<file path="src/rtl/accel_pkg.sv">
// Shared definitions for the accelerator control blocks: scheduler state
// encoding, job field width and the per-group channel count helper.
package accel_pkg;

    localparam int PE_OC_DEFAULT = 8;
    localparam int JOB_W         = 8;

    typedef logic [2:0] sched_state_t;

    localparam sched_state_t ST_IDLE   = 3'd0;
    localparam sched_state_t ST_LOAD_W = 3'd1;
    localparam sched_state_t ST_ISSUE  = 3'd2;
    localparam sched_state_t ST_DRAIN  = 3'd3;
    localparam sched_state_t ST_DONE   = 3'd4;

    // Channels in the group starting at oc_base, evaluated at 9 bits so the
    // subtraction cannot wrap.
    function automatic logic [JOB_W-1:0] group_cnt(
        input logic [JOB_W-1:0] out_ch,
        input logic [JOB_W-1:0] oc_base,
        input logic [JOB_W:0]   pe_oc
    );
        logic [JOB_W:0] rem;
        rem = {1'b0, out_ch} - {1'b0, oc_base};
        if (oc_base >= out_ch) return '0;
        if (rem > pe_oc) return pe_oc[JOB_W-1:0];
        return rem[JOB_W-1:0];
    endfunction

endpackage

</file>
<file path="src/rtl/job_credit_counter.sv">
// In-flight job counter: +1 per issued job, -1 per completion, with the
// credit-limit compare and an underflow flag for completions with none pending.
module job_credit_counter #(
    parameter int MAX_OUT = 2
) (
    input  logic       clk,
    input  logic       rst_n,
    input  logic       inc,
    input  logic       dec,
    output logic [3:0] count,
    output logic       below_limit,
    output logic       drained_next,
    output logic       underflow
);

    localparam logic [3:0] LIMIT = 4'(MAX_OUT);

    logic [3:0] cnt_q, cnt_d;

    always_comb begin
        cnt_d     = cnt_q;
        underflow = dec && !inc && (cnt_q == 4'd0);
        if (inc && !dec) begin
            cnt_d = cnt_q + 4'd1;
        end else if (dec && !inc && (cnt_q != 4'd0)) begin
            cnt_d = cnt_q - 4'd1;
        end
    end

    always_ff @(posedge clk or negedge rst_n) begin
        if (!rst_n) begin
            cnt_q <= 4'd0;
        end else begin
            cnt_q <= cnt_d;
        end
    end

    assign count        = cnt_q;
    assign below_limit  = cnt_q < LIMIT;
    assign drained_next = cnt_d == 4'd0;

endmodule

</file>
<file path="src/rtl/pw_tile_scheduler.sv">
// Pointwise-convolution layer sequencer: per output-channel group, load the
// weights, then issue one row-tile job per feature-map row under a credit limit.
module pw_tile_scheduler
    import accel_pkg::*;
#(
    parameter int PE_OC   = PE_OC_DEFAULT,
    parameter int MAX_OUT = 2,
    parameter int CNT_W   = 16
) (
    input  logic             clk,
    input  logic             rst_n,
    input  logic             start,
    input  logic [7:0]       cfg_size,
    input  logic [7:0]       cfg_in_ch,
    input  logic [7:0]       cfg_out_ch,
    output logic             wload_req,
    output logic [7:0]       wload_oc_base,
    input  logic             wload_done,
    output logic             job_valid,
    input  logic             job_ready,
    output logic [7:0]       job_row,
    output logic [7:0]       job_oc_base,
    output logic [7:0]       job_oc_cnt,
    output logic [7:0]       job_in_ch,
    output logic [7:0]       job_size,
    input  logic             tile_done,
    output logic             busy,
    output logic             done,
    output logic [3:0]       outstanding,
    output logic [CNT_W-1:0] tile_count,
    output logic             protocol_err
);

    localparam logic [JOB_W:0] PE_OC_W = (JOB_W+1)'(PE_OC);

    sched_state_t     state_q, state_d;
    logic [7:0]       size_q, size_d;
    logic [7:0]       in_ch_q, in_ch_d;
    logic [7:0]       out_ch_q, out_ch_d;
    logic [7:0]       oc_base_q, oc_base_d;
    logic [7:0]       row_q, row_d;
    logic [CNT_W-1:0] tile_cnt_q, tile_cnt_d;
    logic             err_q, err_d;
    logic             wload_req_q, wload_req_d;
    logic             done_q, done_d;
    logic             busy_q, busy_d;

    logic             fire;
    logic             below_limit;
    logic             drained_next;
    logic             underflow;
    logic             start_acc;
    logic             cfg_zero;
    logic             last_row;
    logic             group_last;
    logic [8:0]       next_base;

    job_credit_counter #(
        .MAX_OUT (MAX_OUT)
    ) u_credit (
        .clk          (clk),
        .rst_n        (rst_n),
        .inc          (fire),
        .dec          (tile_done),
        .count        (outstanding),
        .below_limit  (below_limit),
        .drained_next (drained_next),
        .underflow    (underflow)
    );

    // Valid depends only on registered state, so a raised offer can only be
    // retired by its own fire (completions only ever free credits).
    assign job_valid  = (state_q == ST_ISSUE) && below_limit;
    assign fire       = job_valid && job_ready;
    assign start_acc  = (state_q == ST_IDLE) && start;
    assign cfg_zero   = (cfg_size == 8'd0) || (cfg_in_ch == 8'd0) || (cfg_out_ch == 8'd0);
    assign last_row   = row_q == (size_q - 8'd1);
    assign next_base  = {1'b0, oc_base_q} + PE_OC_W;
    assign group_last = next_base >= {1'b0, out_ch_q};

    always_comb begin
        state_d    = state_q;
        size_d     = size_q;
        in_ch_d    = in_ch_q;
        out_ch_d   = out_ch_q;
        oc_base_d  = oc_base_q;
        row_d      = row_q;
        tile_cnt_d = tile_cnt_q;
        err_d      = err_q;

        case (state_q)
            ST_IDLE: begin
                if (start) begin
                    size_d     = cfg_size;
                    in_ch_d    = cfg_in_ch;
                    out_ch_d   = cfg_out_ch;
                    oc_base_d  = 8'd0;
                    row_d      = 8'd0;
                    tile_cnt_d = '0;
                    err_d      = 1'b0;
                    state_d    = cfg_zero ? ST_DONE : ST_LOAD_W;
                end
            end
            ST_LOAD_W: begin
                if (wload_done) state_d = ST_ISSUE;
            end
            ST_ISSUE: begin
                if (fire) begin
                    if (tile_cnt_q != '1) tile_cnt_d = tile_cnt_q + CNT_W'(1);
                    if (last_row) begin
                        row_d   = 8'd0;
                        state_d = ST_DRAIN;
                    end else begin
                        row_d = row_q + 8'd1;
                    end
                end
            end
            ST_DRAIN: begin
                // Weights are single-buffered: the next group waits for every tile.
                if (drained_next) begin
                    if (group_last) begin
                        state_d = ST_DONE;
                    end else begin
                        oc_base_d = next_base[7:0];
                        state_d   = ST_LOAD_W;
                    end
                end
            end
            ST_DONE: begin
                state_d = ST_IDLE;
            end
            default: begin
                state_d = ST_IDLE;
            end
        endcase

        if (underflow || (wload_done && (state_q != ST_LOAD_W))) err_d = 1'b1;

        wload_req_d = (state_q == ST_LOAD_W) && !wload_done;
        done_d      = state_q == ST_DONE;
        busy_d      = (state_d != ST_IDLE) || (state_q == ST_DONE);
    end

    always_ff @(posedge clk or negedge rst_n) begin
        if (!rst_n) begin
            state_q     <= ST_IDLE;
            size_q      <= 8'd0;
            in_ch_q     <= 8'd0;
            out_ch_q    <= 8'd0;
            oc_base_q   <= 8'd0;
            row_q       <= 8'd0;
            tile_cnt_q  <= '0;
            err_q       <= 1'b0;
            wload_req_q <= 1'b0;
            done_q      <= 1'b0;
            busy_q      <= 1'b0;
        end else begin
            state_q     <= state_d;
            size_q      <= size_d;
            in_ch_q     <= in_ch_d;
            out_ch_q    <= out_ch_d;
            oc_base_q   <= oc_base_d;
            row_q       <= row_d;
            tile_cnt_q  <= tile_cnt_d;
            err_q       <= err_d;
            wload_req_q <= wload_req_d;
            done_q      <= done_d;
            busy_q      <= busy_d;
        end
    end

    assign wload_req     = wload_req_q;
    assign wload_oc_base = oc_base_q;
    assign job_row       = row_q;
    assign job_oc_base   = oc_base_q;
    assign job_oc_cnt    = group_cnt(out_ch_q, oc_base_q, PE_OC_W);
    assign job_in_ch     = in_ch_q;
    assign job_size      = size_q;
    assign busy          = busy_q;
    assign done          = done_q;
    assign tile_count    = tile_cnt_q;
    assign protocol_err  = err_q;

endmodule
</file>
<file path="config.mk">
export PLATFORM = sky130hd
export DESIGN_NAME = pw_tile_scheduler
export DESIGN_NICKNAME = d
export VERILOG_FILES = /design/src/rtl/accel_pkg.sv /design/src/rtl/job_credit_counter.sv /design/src/rtl/pw_tile_scheduler.sv
export SDC_FILE = /design/constraint.sdc
export NUM_CORES = 1
export LEC_CHECK = 0
export CAP_MARGIN = 10
export CORE_MARGIN = 3
export CORE_UTILIZATION = 31
export DETAILED_ROUTE_END_ITERATION = 8
export HOLD_SLACK_MARGIN = 0.12
export PLACE_DENSITY_LB_ADDON = 0.08
export SLEW_MARGIN = 20
export SYNTH_ARGS = -nofsm -noshare
export SYNTH_HDL_FRONTEND = slang
export SYNTH_HIERARCHICAL = 1
export SYNTH_SLANG_ARGS = --single-unit
export TNS_END_PERCENT = 30
</file>
<file path="constraint.sdc">
create_clock -name clk -period 3.2 [get_ports clk]
set_input_delay 0.64 -clock clk [delete_from_list [all_inputs] [get_ports clk]]
set_output_delay 0.64 -clock clk [all_outputs]
set_load 0.03 [all_outputs]
</file>
==> reports/metrics.csv, run 1 <==
stage,metric,value,unit
status,status,finished clean,
power_and_ir_drop,pwr-share-seq,0.277,
setup_path,path_cells,inv_1 -> ha_1 -> nand2b_1 -> a21o_1 -> a21oi_2 -> nor3_1 -> o311ai_4 -> and3_1 -> buf_4,
place,placed_cells,708,
final_layout,nMultiInputCombCells,348,
drt,wl_met2,5.019,mm
sta,slew_headroom,0.4313,
power_and_ir_drop,max-vdd-ir-drop,0.0003139,V
yosys,ys.flops,64,
final_layout,post-route-util,0.4400,
drt,drt_iter0_drc,140,
sta,hold_violations,0,
sta,slew_viol_final,0,
final_layout,final_cell_mix,"clkdlybuf4s50_1 (87), nand2_1 (81), dfrtp_1 (62)",
sta,whs,473.2,ps
die,die_w,119.3,um
setup_path,crit_required,2560,ps
setup_path,cp-start-kind,flip-flop,
yosys,largest_area_cell,dfrtp_1,
place,dp_worst_setup_slack,-1.618,ps
final_layout,drive_gt1_frac,0.09140,
power_and_ir_drop,p_int,2.679,mW
die,fp_util,0.3248,
final_layout,antennaDiodeCount,0,
yosys,ys_seq_share,0.4021,
drt,drc_errors,0,
clock_network,ctsResizeCount,2,
sta,setup_viol,0,
drt,via_per_inst,4.818,
[run 1: cells by family after synthesis]
family / after synthesis / share of synthesized area
and+or+nand+nor: 204 / 0.2586
buffers and inverters: 57 / 0.07320
adders and majority gates: 18 / 0.05655
muxes: 2 / 0.005027
xor gates and xnor gates: 35 / 0.07697
other: 2 / 0.001886
DFF: 64 / 0.4021
AOI/OAI and AO/OA: 77 / 0.1257
[run 1: power by group through the flow]
| stage | registers, mW | logic (mW) | clock network, mW |
|---|---|---|---|
| after floorplan | 1.55 | 1.29 | 0 |
| after global placement | 1.31 | 2.29 | 0 |
| after detailed placement | 1.31 | 2.31 | 0 |
| after CTS | 1.31 | 2.34 | 1.04 |
| after global routing | 1.35 | 2.61 | 1.08 |
| final | 1.30 | 2.37 | 1.02 |
Run 1, wiring by layer:
Bar = 20 um.
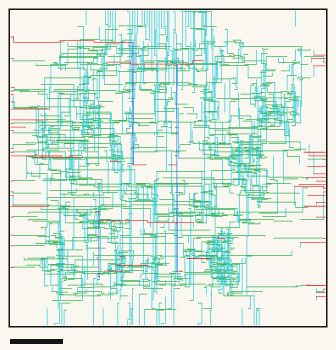
[red] metal 3 | wire length: 390 um
[cyan] metal 2 | wire length: 5020 um
[green] metal 1 | wire length: 5180 um
[blue] metal 4 | wire length: 149 um
GRT Total Usage: 0.1564
via count: 3498
total wire length: 10.74 mm
wire length per cell: 14.79 um

Run 1, clock distribution:
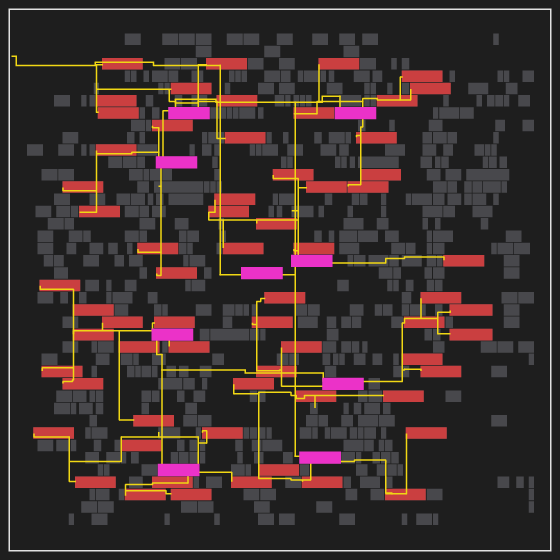
[magenta] clock drivers | count: 9
[yellow] clock wires | length: 1050 um
[red] flip-flops | count: 64
routed clock nets: 10
flops lie: spread over the die
Clk pwr share: 0.217
clk latency late pin: 330 ps
clk pwr: 1.02 mW
Setup Skew: 5.048 ps

Run 1, floorplan with the power grid:
Bar = 20 um. Pins as bars on the die edge.
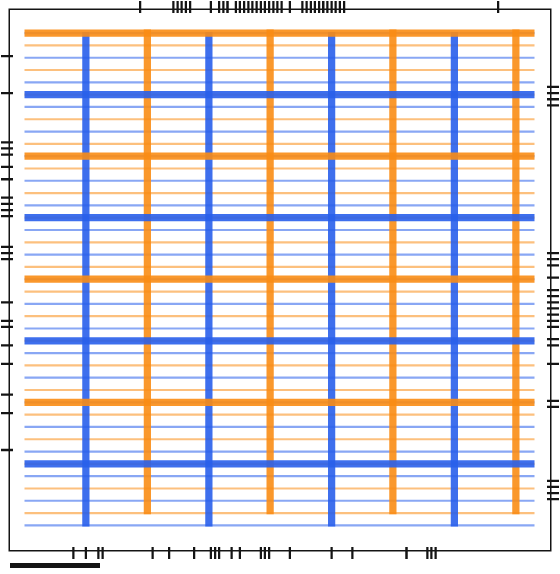
[blue] VSS
[orange] VDD
met5 straps: 8
met1 rails: 41
rows: 40

Run 1, congestion heat map:
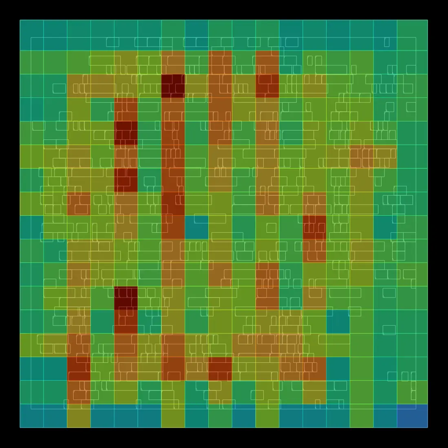

==> inputs of run 2 (changes only) <==
PLACE_DENSITY = 0.58   (was not set)
PLACE_DENSITY_LB_ADDON = not set   (was 0.08)
Run 2, congestion heat map:
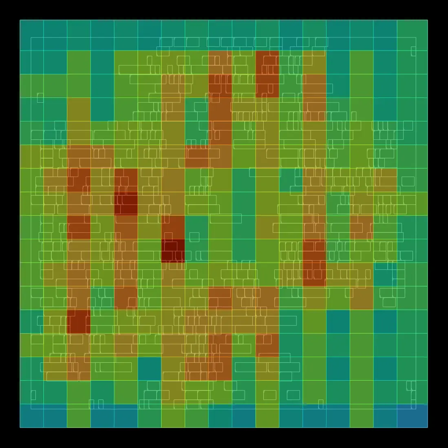
met2 Resource Use GR: 0.2526
grt met1 use: 0.1909
fin util: 0.4374
wire length per cell: 14.55 um

Run 2, cell classes on the final placement:
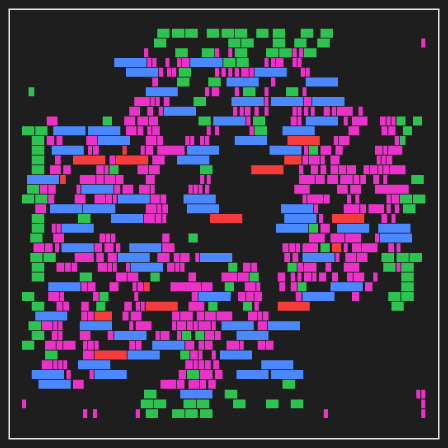
[red] clock drivers and dummy loads | cells: 15 | share of their area: 5.3%
[magenta] combinational and other logic | cells: 371 | share of their area: 43%
[green] remaining buffers and delay cells | cells: 111 | share of their area: 20%
[blue] sequential cells | cells: 64 | share of their area: 31%
core area: 12260 um2
design area: 5364 um2
Rows: 40
flop share of the area: 0.2986

==> reports/metrics.csv, run 2 <==
stage,metric,value,unit
global_routing,grt_use_total,0.1513,
sta,setup_viol,0,
setup_path,reg2reg_slack,330,ps
power_and_ir_drop,max-vdd-ir-drop,0.0004024,V
drt,via_per_inst,4.945,
status,status,finished clean,
drt,routed_wl,10.60,mm
die,die_w,119.3,um
die,fp_util,0.3248,
yosys,ys_sh_xor,0.07697,
yosys,synthAoiAreaFrac,0.1257,
final_layout,drive_gt1_frac,0.08734,
yosys,largest_area_cell,dfrtp_1,
yosys,ys_sh_simple,0.2586,
yosys,ys.flops,64,
setup_path,critical_path_depth,9,
drt,drc_errors,0,
sta,hold_violations,0,
yosys,top_logic_kind,simple AND/OR/NAND/NOR gates,
power_and_ir_drop,clkPwrFrac,0.200,
power_and_ir_drop,powerClk,0.908,mW
final_layout,final_cell_mix,"clkdlybuf4s50_1 (87), nand2_1 (81), dfrtp_1 (64)",
power_and_ir_drop,p_int,2.557,mW
sta,finalClockSkew,7.463,ps
final_layout,antennaDiodeCount,0,
yosys,ys_seq_share,0.4021,
yosys,fa_ha_area_frac,0.05655,
drt,wl_met2,5.226,mm
sta,slew_viol_final,0,
power_and_ir_drop,pwr-share-seq,0.286,
sta,whs,231.4,ps
setup_path,path_buffers,2,
power_and_ir_drop,pg_comb,2.34,mW
run 2: cell type report:
class	count	area, um2	share of cell area
clock buffers	12	256.5	0.04782
multi-input cells	348	2146	0.4000
well taps	168	210.2	0.03919
inverters	23	86.33	0.01610
repair buffers	111	1046	0.1950
flip-flops and latches	64	1602	0.2986
clock inverters	3	17.52	0.003266
run 2: metrics by stage:
stage	total power [mW]	instances	utilization	cell area, um2	setup slack [ps]
final	4.552	729	0.4374	5364	186.8
after CTS	4.571	729	0.4369	5358	60.86
after global routing	4.874	729	0.4374	5364	18.49
after floorplan	2.836	469	-	4020	295.9
after global placement	3.589	714	0.4147	5085	59.09
after detailed placement	3.636	714	0.4147	5085	25.57
run 2: timing repair:
action	in CTS	in global routing
setup endpoints to repair	1	2
resized	1	3
endpoints found under the hold margin	0	0
Power figures rest on the tool's default switching activity, not on a simulated workload.
